===== src/rtl/shift_sequencer.sv =====
// Sequencer that turns a single-step shift_register into a multi-bit shifter/rotator.
// It accepts one job, loads the register, issues one shift per cycle, then returns the result and carry.
module shift_sequencer #(
  parameter int W     = 8,
  parameter int AMT_W = $clog2(W) + 1
) (
  input  logic             clk,
  input  logic             rst,
  input  logic             in_valid,
  output logic             in_ready,
  input  logic [W-1:0]     in_data,
  input  logic [1:0]       in_op,
  input  logic [AMT_W-1:0] in_amt,
  output logic             out_valid,
  input  logic             out_ready,
  output logic [W-1:0]     out_data,
  output logic             out_carry,
  output logic [W-1:0]     sr_parallel_in,
  output logic             sr_serial_in,
  output logic             sr_lshift,
  output logic             sr_rshift,
  output logic             sr_load,
  output logic             sr_en,
  input  logic [W-1:0]     sr_parallel_out,
  input  logic             sr_serial_out
);

  typedef enum logic [1:0] {IDLE, SHIFT, DONE} state_t;
  typedef enum logic [1:0] {OP_SLL, OP_SRL, OP_SRA, OP_ROL} op_t;

  localparam logic [AMT_W-1:0] W_AMT = AMT_W'(W);

  state_t           state, next_state;
  op_t              op;
  logic [AMT_W-1:0] cnt;
  logic             carry;
  logic [AMT_W-1:0] clamped_amt;
  logic             accept;

  assign clamped_amt = (in_amt > W_AMT) ? W_AMT : in_amt;
  assign accept      = (state == IDLE) && in_valid && !rst;

  // NOTE: state registers use non-blocking assignments so every flop samples pre-edge values.
  always_ff @(posedge clk) begin
    if (rst) begin
      state <= IDLE;
      op    <= OP_SLL;
      cnt   <= '0;
      carry <= 1'b0;
    end else begin
      state <= next_state;
      case (state)
        IDLE: if (in_valid) begin
          op    <= op_t'(in_op);
          cnt   <= clamped_amt;
          carry <= 1'b0;
        end
        SHIFT: begin
          carry <= sr_serial_out;
          cnt   <= cnt - 1'b1;
        end
        default: ;
      endcase
    end
  end

  // NOTE: every output gets a default first, so no path through this block can infer a latch.
  always_comb begin
    next_state     = state;
    in_ready       = 1'b0;
    out_valid      = 1'b0;
    out_data       = '0;
    out_carry      = 1'b0;
    sr_parallel_in = '0;
    sr_serial_in   = 1'b0;
    sr_lshift      = 1'b0;
    sr_rshift      = 1'b0;
    sr_load        = 1'b0;
    sr_en          = 1'b0;
    if (!rst) begin
      case (state)
        IDLE: begin
          in_ready = 1'b1;
          if (accept) begin
            // Load happens on the accept edge so the first shift can follow immediately.
            sr_load        = 1'b1;
            sr_en          = 1'b1;
            sr_parallel_in = in_data;
            next_state     = (clamped_amt == '0) ? DONE : SHIFT;
          end
        end
        SHIFT: begin
          sr_en = 1'b1;
          case (op)
            OP_SLL: sr_lshift = 1'b1;
            OP_SRL: sr_rshift = 1'b1;
            OP_SRA: begin
              sr_rshift    = 1'b1;
              sr_serial_in = sr_parallel_out[W-1];
            end
            OP_ROL: begin
              sr_lshift    = 1'b1;
              sr_serial_in = sr_serial_out;
            end
            default: ;
          endcase
          if (cnt == AMT_W'(1)) next_state = DONE;
        end
        DONE: begin
          out_valid = 1'b1;
          out_data  = sr_parallel_out;
          out_carry = carry;
          if (out_ready) next_state = IDLE;
        end
        default: next_state = IDLE;
      endcase
    end
  end

endmodule


===== config.mk =====
export PLATFORM = sky130hd
export DESIGN_NAME = shift_sequencer
export DESIGN_NICKNAME = d
export VERILOG_FILES = /design/src/rtl/shift_sequencer.sv
export SDC_FILE = /design/constraint.sdc
export NUM_CORES = 1
export LEC_CHECK = 0
export CAP_MARGIN = 15
export CORE_MARGIN = 4
export CORE_UTILIZATION = 37
export CTS_CLUSTER_DIAMETER = 60
export DETAILED_ROUTE_END_ITERATION = 16
export HOLD_SLACK_MARGIN = 0.05
export PLACE_DENSITY = 0.84
export SETUP_SLACK_MARGIN = 0.15
export SLEW_MARGIN = 0
export SYNTH_ARGS = -nofsm -noshare
export SYNTH_HDL_FRONTEND = slang
export SYNTH_SLANG_ARGS = --single-unit

===== constraint.sdc =====
create_clock -name clk -period 2.1 [get_ports clk]
set_input_delay 0.21 -clock clk [delete_from_list [all_inputs] [get_ports clk]]
set_output_delay 0.21 -clock clk [all_outputs]
set_load 0.005 [all_outputs]

Fig. 1: run 1, congestion heat map
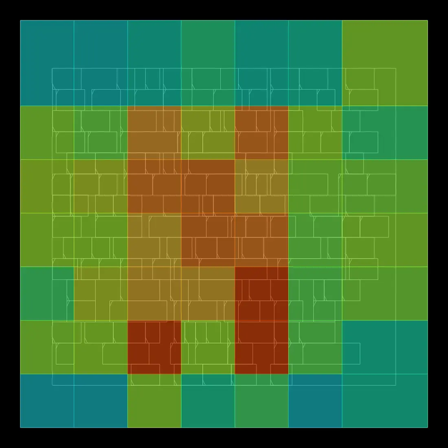
overall global routing resource usage: 19.8%
average routed wire per standard cell: 14.4 um
global route hottest layer: met2
GR met2 Demand/Resource: 37.0%
final core utilization: 74.7%

Fig. 2: run 1, signal wires on met1
Cells faint in the background.
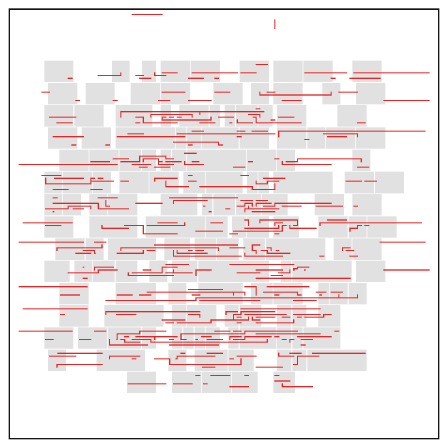
The longest straight run is 19.8 um. The wires run mostly horizontal.
vias after detailed routing: 897
fraction of met1 tracks used by global routing: 21.3%
drt total wl: 2480 um

==> tab_implementation.tex, run 1 <==
% Table of physical implementation metrics
\begin{tabular}{lr}
\hline
Metric & Value \\
\hline
\multicolumn{2}{l}{\textbf{Synthesis}} \\
Synth Seq Share & 24.7\% \\
Unique cell types & 34 \\
Gate count after technology mapping & 90 \\
Post-synth area from yosys stat & 729 um\^{}2 \\
Share of flip-flops with an asynchronous set or reset after synthesis & 0\% \\
\multicolumn{2}{l}{\textbf{Floorplanning}} \\
Row count & 15 \\
Vertical die size & 52.4 um \\
Die X-Extent & 52.4 um \\
I/O pin total & 51 \\
\multicolumn{2}{l}{\textbf{Layout}} \\
FILL cells & 140 \\
Area occupied by multi-input gates & 532 um\^{}2 \\
Most frequent logic cells in the routed design & 48 x clkdlybuf4s50\_1, 10 x and2\_1, 8 x and3\_1, 8 x dfxtp\_1, 7 x buf\_4 \\
Post-layout nets & 179 \\
Top cell excl fill/tap & clkdlybuf4s50\_1 \\
Area added between synthesis and finish & 84.6\% \\
\multicolumn{2}{l}{\textbf{Final timing}} \\
Setup TNS & 0 ps \\
Final hold slack & 482 ps \\
Worst-margin pin slew & 330 ps \\
Worst clock skew & 5.60 ps \\
Final tally of hold violations & 0 \\
\multicolumn{2}{l}{\textbf{Power}} \\
Maximum VDD drop & 399 uV \\
Leakage power summed over all cells & 0.556 nW \\
Switching share of total power & 33.6\% \\
\multicolumn{2}{l}{\textbf{Clocking}} \\
Hold buffer count at CTS & 0 \\
Clock tree from TritonCTS & yes \\
Maximum clock insertion buffer count & 2 \\
PostCTS Resize Cnt & 5 \\
Clock net sink count & 9 \\
Cts bufs inserted & 3 \\
Post-CTS setup repair buffer count & 0 \\
Clk Tree Root Cell & clkbuf\_4 \\
\multicolumn{2}{l}{\textbf{Setup path}} \\
Critical path startpoint & state[1] \\
Maximum fanout along the worst path & 10 \\
Number of cells on the worst reg-to-reg path & 5 \\
Worst path depth & 4 \\
End point of the critical path & sr\_serial\_in \\
Delay of the slowest cell on the worst path & 530 ps \\
Critical path, cell by cell & buf\_4 > nand2b\_4 > nor3\_1 > clkdlybuf4s50\_1 \\
Top delay family on crit path & buffers and inverters \\
Signal arrival time at the worst endpoint & 1660 ps \\
Crit Path Category & reg2out \\
Nature of the critical path endpoint & output port \\
\multicolumn{2}{l}{\textbf{Route}} \\
Total DRC errors in the routed layout & 0 \\
\multicolumn{2}{l}{\textbf{Worst hold path}} \\
Startpoint of the tightest hold check path & op[0] \\
Hold Crit Depth & 2 \\
\multicolumn{2}{l}{\textbf{Placement}} \\
Post-Place Cells & 166 \\
Routability-driven placement congestion ratio & 0.806 \\
Post-DP HPWL & 1980 um \\
\multicolumn{2}{l}{\textbf{Global route}} \\
Largest net degree at the start of global routing & 15 \\
Initial antenna violation count & 0 \\
Global-route wire length before repair & 4070 um \\
\multicolumn{2}{l}{\textbf{Run status}} \\
Run status & finished, final reports clean \\
\hline
\end{tabular}
Fig. 3: run 1, M2 wires
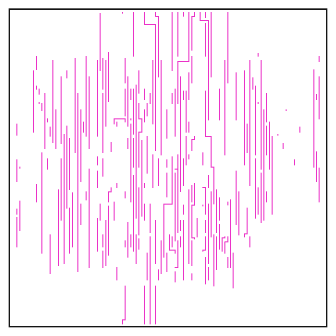
The longest straight run is 29.6 um. The layer carries 1290 um of wire. The layer holds 52% of the routed length. 157 nets have wire on it.

Fig. 4: run 1, where the registers sit
Bar = 20 um. Other sequential cells in the stronger gray, the rest of the logic in the fainter gray.
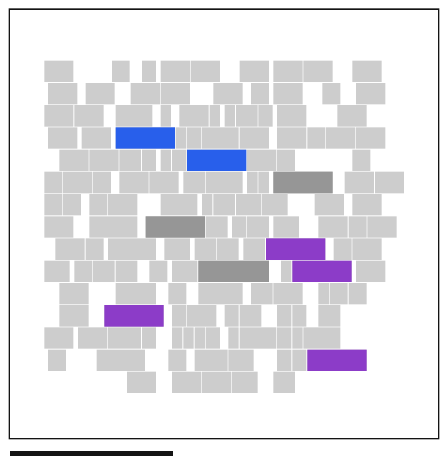
op: drawn in blue, sequential cells 2. cnt: drawn in purple, sequential cells 4.
Another 3 sequential cells are not colored.
Seq area share: 13.7%
combined flip-flop and latch cell area: 184 um^2

## run 1: routing by layer
metal  part of all wire [%]  global-route usage [%]  vias up
met4                   0.93                    6.38        0
met1                     38                    21.3      409
met2                     52                    37.0       44
li1                       -                       -      442
met5                      0                       0        -
met3                    8.6                    4.84        2
## run 1: power groups by stage
stage	Clock [W]	Combinational, W	Sequential, W
2_1_floorplan	0	0.000172	0.000212
3_3_place_gp	0	0.000287	0.000226
3_5_place_dp	0	0.000295	0.000227
4_1_cts	0.000140	0.000306	0.000228
5_1_grt	0.000148	0.000345	0.000233
6_report	0.000135	0.000310	0.000229
## run 1: cell type report
cell class	count	area share, %
repair buffers	57	41.2
multi-input cells	72	39.5
flip-flops and latches	9	13.7
well taps	25	2.32
clock buffers	4	1.95
inverters	5	1.39
## run 1: Yosys cell counts (2+ instances only)
library cell	number	area share [%]
o21ai_1	3	2.1
and3b_1	2	2.4
dfxtp_1	9	25
nor3b_1	4	4.1
inv_1	5	2.6
nand2_1	5	2.6
clkbuf_1	2	1.0
nor3_2	2	2.7
nor2_1	4	2.1
and2_1	10	8.6
nor3_1	3	2.1
nand3_1	2	1.4
a22oi_1	2	2.1
o21ai_0	3	2.1
a21oi_1	5	3.4
and3_1	8	6.9
ha_1	4	6.9
## run 1: worst reg2reg max path, stage by stage, from the launching register on
cell      delay (ps)
dfxtp_1          390
inv_1            100
ha_1             290
nand2_1           60
o21ai_0          100
a221oi_1         240
## run 1: state kept, by name (all words and copies together) (netlist names)
signal,flops
carry,1
state,2
cnt,4
op,2
## run 1: cell families after synthesis
logic type | synth area share [%]
fa+ha+maj | 6.86
flops | 24.7
simple gates | 41.0
compound gates | 20.6
buf+inv | 6.86
==> run 1 -> run 2 <==
--- a/config.mk
+++ b/config.mk
@@ -8,10 +8,10 @@
 export CAP_MARGIN = 15
 export CORE_MARGIN = 4
 export CORE_UTILIZATION = 37
-export CTS_CLUSTER_DIAMETER = 60
 export DETAILED_ROUTE_END_ITERATION = 16
 export HOLD_SLACK_MARGIN = 0.05
 export PLACE_DENSITY = 0.84
+export REMOVE_ABC_BUFFERS = 1
 export SETUP_SLACK_MARGIN = 0.15
 export SLEW_MARGIN = 0
 export SYNTH_ARGS = -nofsm -noshare
Fig. 5: run 2, where the registers sit
Bar = 20 um. Other sequential cells in the stronger gray, the rest of the logic in the fainter gray.
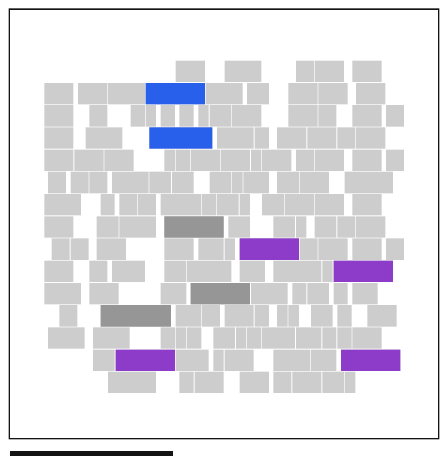
Seq area share: 13.2%
power in sequential cells: 0.000226 W
combined flip-flop and latch cell area: 185 um^2

==> run 2 against run 1 <==
Against the previous run: wire length grew 4.9%; register-to-register slack lost 70 ps; hold slack lost 6.3 ps; critical path depth is the same; count of clock-buffer cells in the layout is the same; non-clock buffer count grew 5; design area grew 3.9%; sequential share of layout area shrank 0.42 points; flip-flop count is the same; critical endpoint is now sr_load; clock skew grew 8.1 ps.
==> tab_implementation.tex, run 2 <==
% Table of physical implementation metrics
\begin{tabular}{lr}
\hline
Metric & Value \\
\hline
\multicolumn{2}{l}{\textbf{Worst hold path}} \\
Class of the most critical hold timing path & reg2reg \\
Hold Crit Depth & 2 \\
Startpoint of the tightest hold check path & op[0] \\
\multicolumn{2}{l}{\textbf{Power}} \\
Leakage power summed over all cells & 0.717 nW \\
Maximum VDD drop & 381 uV \\
\multicolumn{2}{l}{\textbf{Synthesis}} \\
Cell type with the largest total area after synthesis & dfxtp\_1 \\
Largest type area fraction & 24.7\% \\
Post-synth area from yosys stat & 729 um\^{}2 \\
Top cells by instance count after synthesis & 10 x and2\_1, 9 x dfxtp\_1, 8 x and3\_1 \\
Share of flip-flops with an asynchronous set or reset after synthesis & 0\% \\
Gate count after technology mapping & 90 \\
Number of standard cells reported by yosys & 90 \\
Ys Warns & 0 \\
Cell with the most instances after synthesis & and2\_1 \\
Synth Seq Share & 24.7\% \\
Post-synth design cell area & 729 um\^{}2 \\
Main area contributors & dfxtp\_1 25\%, and2\_1 8.6\%, and3\_1 6.9\% \\
Unique cell types & 34 \\
\multicolumn{2}{l}{\textbf{Layout}} \\
Top cell excl fill/tap & clkdlybuf4s50\_1 \\
Flip-flop count of the largest register, all copies and words added & 4 \\
Area added between synthesis and finish & 91.8\% \\
Post-layout nets & 184 \\
Top flop regs & cnt: 4 flops, op: 2 flops, state: 2 flops \\
Most frequent logic cells in the routed design & 40 x clkdlybuf4s50\_1, 10 x and2\_1, 9 x dlymetal6s2s\_1, 9 x buf\_4, 8 x and3\_1 \\
Most flops, register & cnt \\
\multicolumn{2}{l}{\textbf{Route}} \\
Drt total wl & 2600 um \\
Initial drt markers & 12 \\
Average routed wire per standard cell & 14.7 um \\
Vias after detailed routing & 917 \\
ANT nets after route & 0 \\
Total DRC errors in the routed layout & 0 \\
\multicolumn{2}{l}{\textbf{Setup path}} \\
Number of cells on the worst reg-to-reg path & 5 \\
Reg-to-Reg End & cnt[3] \\
Maximum fanout along the worst path & 8 \\
End point of the critical path & sr\_load \\
Signal arrival time at the worst endpoint & 1670 ps \\
Nature of the critical path endpoint & output port \\
Crit Path Category & reg2out \\
Critical path startpoint & state[0] \\
\multicolumn{2}{l}{\textbf{Clocking}} \\
Clock-pin transition on the worst setup and hold timing paths & 80 ps \\
Clock tree from TritonCTS & yes \\
Maximum clock insertion buffer count & 2 \\
Hold buffer count at CTS & 0 \\
Cts bufs inserted & 3 \\
Clk Tree Root Cell & clkbuf\_4 \\
Clock net sink count & 9 \\
\multicolumn{2}{l}{\textbf{Placement}} \\
Routability-driven placement congestion ratio & 0.874 \\
Post-DP HPWL & 1960 um \\
\multicolumn{2}{l}{\textbf{Final timing}} \\
Worst-margin pin slew & 436 ps \\
Worst clock skew & 13.7 ps \\
Post-route setup slack & 219 ps \\
Setup TNS & 0 ps \\
Final tally of hold violations & 0 \\
\multicolumn{2}{l}{\textbf{Floorplanning}} \\
Die X-Extent & 52.4 um \\
Row count & 15 \\
I/O pin total & 51 \\
Core Area & 1800 um\^{}2 \\
Vertical die size & 52.4 um \\
\multicolumn{2}{l}{\textbf{Global route}} \\
Largest net degree at the start of global routing & 14 \\
Global-route wire length before repair & 3750 um \\
Initial antenna violation count & 0 \\
Overall global routing resource usage & 17.8\% \\
\multicolumn{2}{l}{\textbf{Run status}} \\
Run status & finished, final reports clean \\
\hline
\end{tabular}
-- run 2: cell counts after synthesis --
No cell type changed its count.
-- run 2: stage by stage --
stage	cell area [um^2]	power (W)	std cells	util, %	hold slack (ps)
after floorplan	698	0.000366	85	-	279
after CTS	1290	0.000662	169	71.8	399
after detailed placement	1270	0.000522	165	70.3	482
after global placement	1270	0.000510	165	70.3	464
after global routing	1400	0.000747	177	77.6	484
final	1400	0.000704	177	77.6	476
-- run 2: power breakdown --
part | internal [W] | total [W] | switching (W)
Combinational | 0.000193 | 0.000335 | 0.000142
Clock | 0.0000733 | 0.000142 | 0.0000691
Sequential | 0.000195 | 0.000226 | 0.0000309
-- run 2: layout make-up --
type                    instances  area (um^2)
multi-input cells              72          527
well taps                      25         31.3
inverters                       5         18.8
repair buffers                 62          611
clock buffers                   4         26.3
flip-flops and latches          9          185
fillers                       131          403
-- run 2: what timing repair did --
item	4_1_cts	5_1_grt
gates cloned	0	2
buffers inserted	0	6
endpoints found under the setup margin	22	20
pin swaps	0	1
resized	2	16
-- run 2: logic make-up (layout without fill, tap and decap cells) --
kind of cell | Yosys count | in the layout | synth area share [%]
AOI/OAI and AO/OA | 21 | 21 | 20.6
adders and majority gates | 4 | 4 | 6.86
buffers and inverters | 10 | 71 | 6.86
DFF | 9 | 9 | 24.7
and+or+nand+nor | 46 | 47 | 41.0
-- run 2: routing by layer --
layer	wire (um)	GRT usage, %	up-vias
met2	1250	31.2	49
met5	0	0	-
met4	13	3.40	0
li1	-	-	445
met1	1050	20.2	421
met3	286	7.12	2
-- run 2: worst max-delay path, cell delays in order (launching register included) --
cell	delay, ps
dfxtp_4	410
nor3_4	210
buf_2	160
and2_1	120
clkdlybuf4s50_1	500
Power is estimated from default activity; no workload was simulated.
